==> config.mk <==
export PLATFORM = sky130hd
export DESIGN_NAME = fractran_engine
export DESIGN_NICKNAME = d
export VERILOG_FILES = /design/src/rtl/fractran_pkg.sv /design/src/rtl/fractran_lane_alu.sv /design/src/rtl/fractran_engine.sv
export SDC_FILE = /design/constraint.sdc
export NUM_CORES = 1
export LEC_CHECK = 0
export CAP_MARGIN = 20
export CORE_MARGIN = 1.5
export CORE_UTILIZATION = 59
export DETAILED_ROUTE_END_ITERATION = 8
export GPL_TIMING_DRIVEN = 0
export PLACE_DENSITY = 0.86
export SLEW_MARGIN = 20
export SYNTH_ARGS = -nofsm -noshare
export SYNTH_HDL_FRONTEND = slang
export SYNTH_SLANG_ARGS = --single-unit
==> constraint.sdc <==
create_clock -name clk -period 6.3 [get_ports clk]
set_input_delay 1.26 -clock clk [delete_from_list [all_inputs] [get_ports clk]]
set_output_delay 1.26 -clock clk [all_outputs]
set_load 0.05 [all_outputs]
Fig. 1: the metal 1 layer
The bar under the picture is 50 um long. Supply wires on this layer in gray.
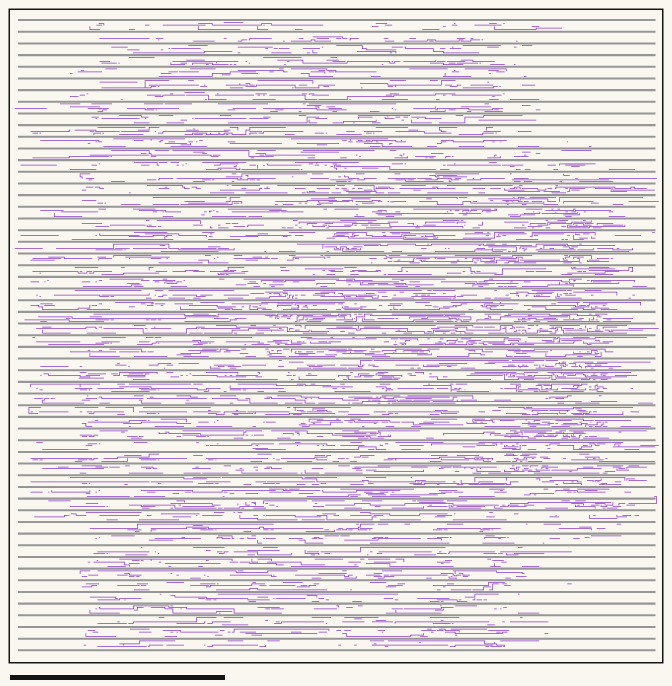
main direction = horizontal
share of all routed wire = 39%
nets with wire on the layer = 967
wire length on this layer = 11,600 um
longest straight run = 41.9 um
Via Count: 7,757
Detailed Route WL: 29.8 mm
met1 layer usage reported by global route: 35.0%

Fig. 2: signal wires on met2
Cells faint in the background.
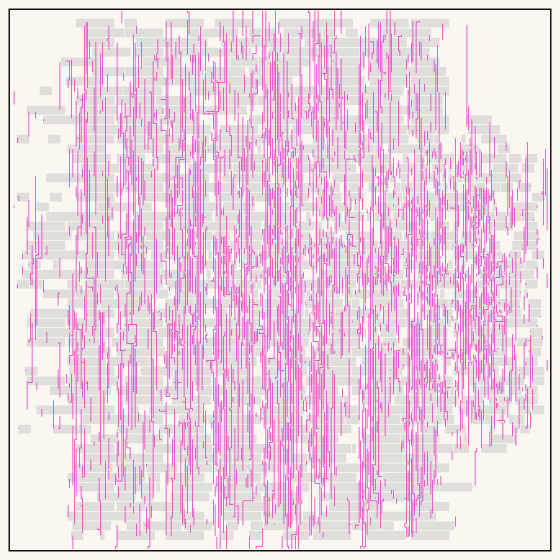
main direction = vertical
nets with wire on the layer = 934
longest straight run = 92.6 um
GRT met2 Usage: 42.8%

==> results.txt <==
The following summarizes the physical implementation.

Power
The switching share of power is 28.4%. The power density over the cells is 326 mW/mm2. In this run, the combinational gates consume 22.7% of the power. The power dissipated by switching net loads is 1.44 mW.

Finish
The number of nets in the layout is 1,045. The highest-count logic cell in the final layout is edfxtp_1. The non-filler instance count after layout is 1,228.

Global routing
The first global-routing pass estimated 45.8 mm of wire. The via count of the first global-routing pass was 7,821. The number of antenna violations at the first check in global routing is 0.

The overall routing resource usage is 26.1%.

Yosys
The number of standard cells after synthesis is 791. The mapped netlist covers 0.0131 mm2. The number of nets in the synthesized netlist is 910. The cell count listed in synth_stat.txt is 791. The largest family of logic cells by area is multiplexers.

The area share of xor/xnor cells in the synthesized design is 1.20%. The synthesized netlist devotes 6.37% of its cell area to adder and majority cells. The most used flip-flop cell after synthesis is edfxtp_1. For reference, the post-synthesis area per instance comes to 16.5 um2.

The most common cell in the netlist is edfxtp_1.

STA
From the final report, the count of setup violators was given as 0. The transition time recorded at the tightest slew-check pin is 1.01 ns. Setup repair after global routing left no endpoint under its margin. The worst path uses 94.9% of the clock period.

Placed design
The detailed placement HPWL is 20.3 mm. The post-placement cell area is 0.0146 mm2.

Floorplanning
The placeable core region is 0.0218 mm2. In this run the full chip footprint comes out at 0.0231 mm2. The share of the core area taken by cells at floorplan is 60.0%.

Setup path
Broken down by cell family, the worst path's largest delay share belongs to buffers and inverters. Looking at the setup timing report, the critical path kind is flop to flop. The report lists the cells along the critical path as clkbuf_1 > clkbuf_1 > mux4_2 > mux2i_1 > inv_1 > fa_1 > fa_1 > nand2b_1 > a21oi_1 > xor2_1 > nor4b_4 > a21oi_1 > buf_2 > nor2_1 > a311oi_1. The data arrival time reported for the critical path is 6.38 ns. The type of destination of the critical path is a flop.

The kind of launch point of the worst setup path is a flop. The slowest stage cell on the critical path is clkbuf_1.

Clocking
The clock transition at the register clock pins on the worst setup and hold paths after CTS is 0.07 ns. The TritonCTS buffer count is 29. The number of buffers inserted by hold repair at cts is 0.

Route
The number of design rule violations left after detail routing is 0. The final routed wire length divided by cell count is 24.3 um.

Status
The run finished with clean final reports.
final cells by class:
cell class	instances	area, um2	share of cell area [%]
clock inverters	12	118	0.756
clock buffers	41	781	5.02
well taps	280	350	2.25
inverters	60	225	1.45
repair buffers	105	1150	7.38
flip-flops and latches	297	8510	54.7
multi-input cells	403	4290	27.6
plain buffers	30	133	0.853
metal layers:
layer  routed length (um)  up-vias  GRT usage [%]
met2                14600      415           42.8
met5                    0        -              0
met1                11600     3897           35.0
met4                 1230        0           11.0
li1                     -     3369              -
met3                 2370       76           4.31
power by group through the flow:
stage,Clock [mW],Combinational [mW],Sequential (mW)
2_1_floorplan,0,0.712,2.36
3_3_place_gp,0,1.07,2.30
3_5_place_dp,0,1.12,2.30
4_1_cts,1.67,1.15,2.26
5_1_grt,1.75,1.25,2.27
6_report,1.65,1.15,2.26
No activity file was given, so power comes from the tool's default toggle rates.
